==> images/congestion.png <==
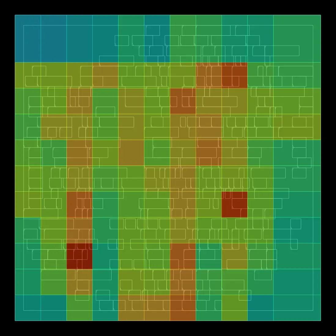
==> images/layer_met2.png <==
Bar = 20 um.
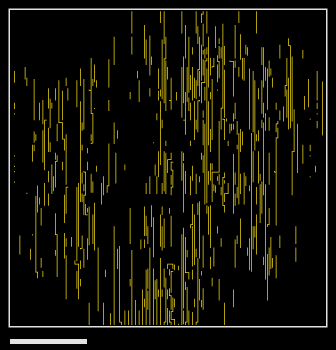
==> images/flops_by_reg.png <==
Bar = 20 um. Other sequential cells in the stronger grey, the rest of the logic in the fainter grey.
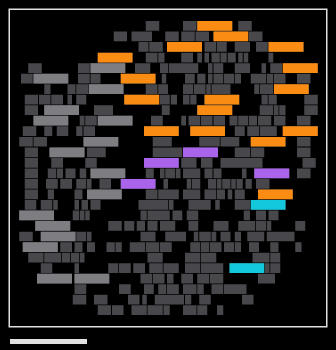
==> images/logic_types.png <==
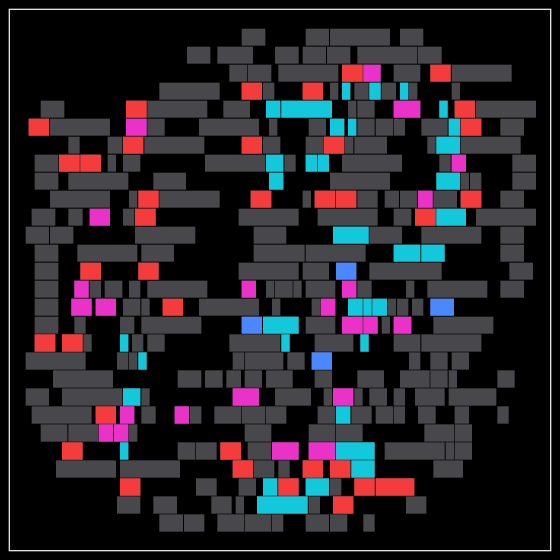
[config.mk]
export PLATFORM = sky130hd
export DESIGN_NAME = pipe_hazard_ctrl
export DESIGN_NICKNAME = d
export VERILOG_FILES = /design/src/rtl/pipe_hazard_ctrl.sv
export SDC_FILE = /design/constraint.sdc
export NUM_CORES = 1
export LEC_CHECK = 0
export ABC_CLOCK_PERIOD_IN_PS = 1950
export CORE_MARGIN = 2
export CORE_UTILIZATION = 35
export CTS_CLUSTER_DIAMETER = 50
export CTS_CLUSTER_SIZE = 12
export DETAILED_ROUTE_END_ITERATION = 8
export SLEW_MARGIN = 0
export SYNTH_ARGS = -nofsm -noshare
export SYNTH_HDL_FRONTEND = slang
export SYNTH_SLANG_ARGS = --single-unit
[constraint.sdc]
create_clock -name clk -period 1.95 [get_ports clk]
set_input_delay 0.4875 -clock clk [delete_from_list [all_inputs] [get_ports clk]]
set_output_delay 0.4875 -clock clk [all_outputs]
set_load 0.02 [all_outputs]
[src/rtl/pipe_hazard_ctrl.sv]
// pipe_hazard_ctrl: hazard and halt controller for the 16-bit 5-stage pipeline.
//
// Watches the ID and EX stages and generates the per-cycle PC / IF/ID / ID/EX controls:
// branch flush, load-use stall and halt drain. Keeps saturating stall/flush statistics.
//
// Ports:
//   clk, rst                 pipeline clock (rising edge), asynchronous active-low reset
//   id_rs, id_rt             source register fields of the ID instruction
//   id_uses_rs, id_uses_rt   ID instruction actually reads rs / rt
//   id_halt                  ID instruction is HALT
//   ex_memread, ex_regwrite  EX instruction is a load / writes a register
//   ex_rd                    EX destination register
//   ex_branch_taken          EX instruction is a resolved taken branch or jump
//   StopPC, Halt             PC controls: re-fetch current instruction / freeze PC
//   ifid_hold, ifid_flush    IF/ID keeps contents / loads a NOP
//   idex_bubble              ID/EX loads a NOP
//   halted                   pipeline drained and stopped (registered)
//   stall_cnt, flush_cnt     saturating load-use stall / branch flush cycle counts

module pipe_hazard_ctrl #(
    parameter int unsigned DRAIN_CYCLES = 3,
    parameter bit          R0_HARDWIRED = 1'b1
) (
    input  logic        clk,
    input  logic        rst,
    input  logic [3:0]  id_rs,
    input  logic [3:0]  id_rt,
    input  logic        id_uses_rs,
    input  logic        id_uses_rt,
    input  logic        id_halt,
    input  logic        ex_memread,
    input  logic        ex_regwrite,
    input  logic [3:0]  ex_rd,
    input  logic        ex_branch_taken,
    output logic        StopPC,
    output logic        Halt,
    output logic        ifid_hold,
    output logic        ifid_flush,
    output logic        idex_bubble,
    output logic        halted,
    output logic [15:0] stall_cnt,
    output logic [15:0] flush_cnt
);

    typedef enum logic [1:0] {StRun, StDrain, StHalted} state_e;

    localparam logic [3:0] DrainInit = 4'(DRAIN_CYCLES - 1);

    state_e      state_q, state_d;
    logic [3:0]  dcnt_q, dcnt_d;
    logic [15:0] stall_cnt_q, flush_cnt_q;
    logic        hz;
    logic        stall_inc, flush_inc;

    // Load-use hazard: the load in EX writes a register the ID instruction reads.
    assign hz = ex_memread & ex_regwrite & ((ex_rd != 4'd0) | !R0_HARDWIRED) &
                ((id_uses_rs & (id_rs == ex_rd)) | (id_uses_rt & (id_rt == ex_rd)));

    always_comb begin
        state_d     = state_q;
        dcnt_d      = dcnt_q;
        StopPC      = 1'b0;
        Halt        = 1'b0;
        ifid_hold   = 1'b0;
        ifid_flush  = 1'b0;
        idex_bubble = 1'b0;
        stall_inc   = 1'b0;
        flush_inc   = 1'b0;
        unique case (state_q)
            StRun: begin
                // Taken branch wins: the ID instruction is wrong-path, so its hazard or
                // HALT must not act.
                if (ex_branch_taken) begin
                    ifid_flush  = 1'b1;
                    idex_bubble = 1'b1;
                    flush_inc   = 1'b1;
                end else if (hz) begin
                    StopPC      = 1'b1;
                    ifid_hold   = 1'b1;
                    idex_bubble = 1'b1;
                    stall_inc   = 1'b1;
                end else if (id_halt) begin
                    Halt        = 1'b1;
                    ifid_hold   = 1'b1;
                    idex_bubble = 1'b1;
                    state_d     = StDrain;
                    dcnt_d      = DrainInit;
                end
            end
            StDrain: begin
                Halt        = 1'b1;
                ifid_hold   = 1'b1;
                idex_bubble = 1'b1;
                if (dcnt_q == 4'd0) begin
                    state_d = StHalted;
                end else begin
                    dcnt_d = dcnt_q - 4'd1;
                end
            end
            StHalted: begin
                Halt        = 1'b1;
                ifid_hold   = 1'b1;
                idex_bubble = 1'b1;
            end
            default: state_d = StRun;
        endcase
        // Controls are forced quiet for the whole time reset is held, not just at its edge.
        if (!rst) begin
            StopPC      = 1'b0;
            Halt        = 1'b0;
            ifid_hold   = 1'b0;
            ifid_flush  = 1'b0;
            idex_bubble = 1'b0;
        end
    end

    always_ff @(posedge clk or negedge rst) begin
        if (!rst) begin
            state_q     <= StRun;
            dcnt_q      <= 4'd0;
            stall_cnt_q <= 16'd0;
            flush_cnt_q <= 16'd0;
        end else begin
            state_q <= state_d;
            dcnt_q  <= dcnt_d;
            if (stall_inc && (stall_cnt_q != 16'hFFFF)) begin
                stall_cnt_q <= stall_cnt_q + 16'd1;
            end
            if (flush_inc && (flush_cnt_q != 16'hFFFF)) begin
                flush_cnt_q <= flush_cnt_q + 16'd1;
            end
        end
    end

    assign halted    = (state_q == StHalted);
    assign stall_cnt = stall_cnt_q;
    assign flush_cnt = flush_cnt_q;

endmodule

==> impl_metrics.yaml <==
# yosys + openroad results
logic_synthesis:
  ys_ff: 38
  syn_inst: 212
  ys_cells: 212
  yosysUniqueCellTypes: 38
  synth-edff-count: 0
  ys_async_sr_fraction_pct: 100
  netlist.area_leader.share_pct: 45.1
  syn_avg_cell_area_um2: 9.95
  fp_nets: 240
  syn_area_mm2: 0.00211
  ff_type: "dfrtp_1"
  synthTopCellsByCount: "38 x dfrtp_1, 23 x xor2_1, 18 x nand2_1"
  yosysMostFrequentCell: "dfrtp_1"
  ys_seq_share_pct: 45.1
  yosysChipArea_mm2: 0.00211
  yosysWarnings: 0
  synth_area_leader_cell: "dfrtp_1"
  synthTopCellsByArea: "dfrtp_1 45%, xor2_1 9.5%, xnor2_1 5.4%, ha_1 4.7%, nand2_1 3.2%"
setup_path:
  crit_path_start_kind: "input port"
  path_class: "input port to output pin"
  required_ps: 1460
  reg2regPathDepth: 7
  r2r_setup_slack_ps: 110
  end_kind: "output pin"
  startpoint: "id_uses_rt"
  cp_max_fo: 3
  r2r_start: "stall_cnt[1]"
  worstPathArrival_ps: 1790
  crit_path_end: "idex_bubble"
  r2r_end: "stall_cnt[3]"
final_layout:
  nNonClkInverters: 8
  n_clock_buffer: 7
  register_area_um2: 951
  area_growth_pct: 57.2
  fillers: 534
  buf_share_pct: 25.3
  layout_top_cells: "38 x dfrtp_1, 35 x clkdlybuf4s50_1, 31 x buf_4, 22 x xor2_1, 18 x nand2_1"
  drive_gt1_share_pct: 29.3
  antenna-diode-count: 0
  flop-count: 38
  logic_area_mm2: 0.00129
  n_all_buffers: 93
  logic_gates: 164
  fin_nets: 338
  top_area_cell_class: "combinational gates"
  clk_share_pct: 3.21
  seq_share_pct: 28.7
route:
  remaining_drc_errors: 0
  first_pass_iters: 4
  met2_length_um: 2530
  viasPerCell: 4.87
  drt-initial-drc-count: 67
  ant_nets: 0
  drt-met1-wl_um: 2430
  dr_wl_met3_um: 132
  highest_layer: "met4"
sta:
  setup_viol: 6
  hold_viol_final: 0
  max_freq_mhz: 440
  fin_hold_ws_ps: 120
  fin_crit_sh_pct: 117
  worst_pin_slew_ps: 417
  rsz0062_at_grt: "yes"
  slew_headroom_pct: 71.9
  period_minus_slack_ps: 2270
  setup_ws_ps: -324
  tns_ps: -1130
  drv_slew: 0
  clock_skew_ps: 5.63
clocking:
  cts_tree: "built"
  ctsLongestPathBuffers: 2
  cts_buffers: 5
  cts_setup_buffers: 1
  cts-root-buf: "clkbuf_8"
  clk_latency_ps: 280
  htreeDepth: 2
  postCtsHoldBufs: 0
  path_clk_slew_ps: 70
  cts_resized: 84
  cts_sinks: 38
min_path:
  hold_path.class: "input port to asynchronous set/reset pin"
power_and_ir_drop:
  switching_share_pct: 34.9
  power_frac_clock_pct: 20.7
  switchingPower_mw: 1.08
  seq_power_share_pct: 32.5
  finalPower_mw: 3.11
  peakVddDrop_v: 0.000632
  pg_seq_mw: 1.01
  power-per-cell-area_mw_per_mm2: 937
  intPower_mw: 2.02
  leakagePower_nw: 1.52
  maxPowerGroup: "combinational cells"
  p_clk_mw: 0.642
  p_comb_share_pct: 46.8
  p_comb_mw: 1.45
place:
  place_congestion: 0.766
  dp_hpwl_um: 3780
  io_buffers: 57
  place_ws_ps: -1220
die:
  rows: 28
  fp_util_pct: 35.8
  ioPinCount: 58
  die_x_um: 81.6
  tapCellCount: 75
  dieArea_mm2: 0.00666
  fp.dieH_um: 81.6
  coreArea_mm2: 0.00589
flow_run:
  maxCapViolations: 0
  warnings: 33
global_route:
  grt_util_met1_pct: 21.9
  grt_usage_pct: 16.2
  antenna_found_initial: 0
  grt_max_degree: 32
  grt-busiest-layer: "met2"
  grt_pass1_vias: 1850
  grt_overflow_total: 0
  grt_pass1_wl_um: 8440
outcome:
  violations: "setup timing"
  outcome: "complete, but fails checks"
Back to the opening pictures, congestion.png:
GR Util met3: 3.30%
DR WL/cell: 13.3 um
Post-Route Utilization: 56.3%

Back to the opening pictures, layer_met2.png:
longest straight run: 35.7 um
nets with wire on the layer: 292
wire length on this layer: 2530 um
share of all routed wire: 49%
total number of vias: 1881
final WL: 5140 um
grt met2 use: 26.6%

Back to the opening pictures, flops_by_reg.png:
legend:
  state_q:
    colour: cyan
    placed_flops: 2
  dcnt_q:
    colour: purple
    placed_flops: 4
    where: centre
  stall_cnt:
    colour: orange
    placed_flops: 16
not coloured: 16

Back to the opening pictures, logic_types.png:
legend:
  AND and OR gates:
    colour: magenta
    cells: 23
  NOR gates:
    colour: cyan
    cells: 35
  AND-OR and OR-AND gates:
    colour: blue
    cells: 4
    where: centre
  XOR/XNOR gates:
    colour: red
    cells: 36
    where: spread over the die
Final Non-Filler Cells: 386
most frequent logic cell in the layout: dfrtp_1
logic share of the area: 39.1%

[metrics by stage]
step                instance area, um2  cells  util (%)
floorplan                         2160    212         -
detailed placement                3060    374      52.1
global placement                  3060    374      52.1
global route                      3320    386      56.3
CTS                               3200    383      54.4
finish                            3320    386      56.3
[critical path: stages]
cell and delay (ps):
clkdlybuf4s50_1 400, and4_4 210, or2_4 250, o31ai_4 210
a21oi_4 80, buf_6 140
[kinds of logic (layout without fill, tap and decap cells)]
group	Yosys count	after routing	synth area share (%)
multiplexers	4	4	2.08
AND-OR/OR-AND	18	19	5.63
flip-flops	38	38	45.1
buffers and inverters	11	109	2.02
adder cells (fa/ha/maj)	8	8	4.75
XOR/XNOR	36	36	14.9
AND/OR/NAND/NOR	97	97	25.5
Power figures rest on the tool's default switching activity, not on a simulated workload.
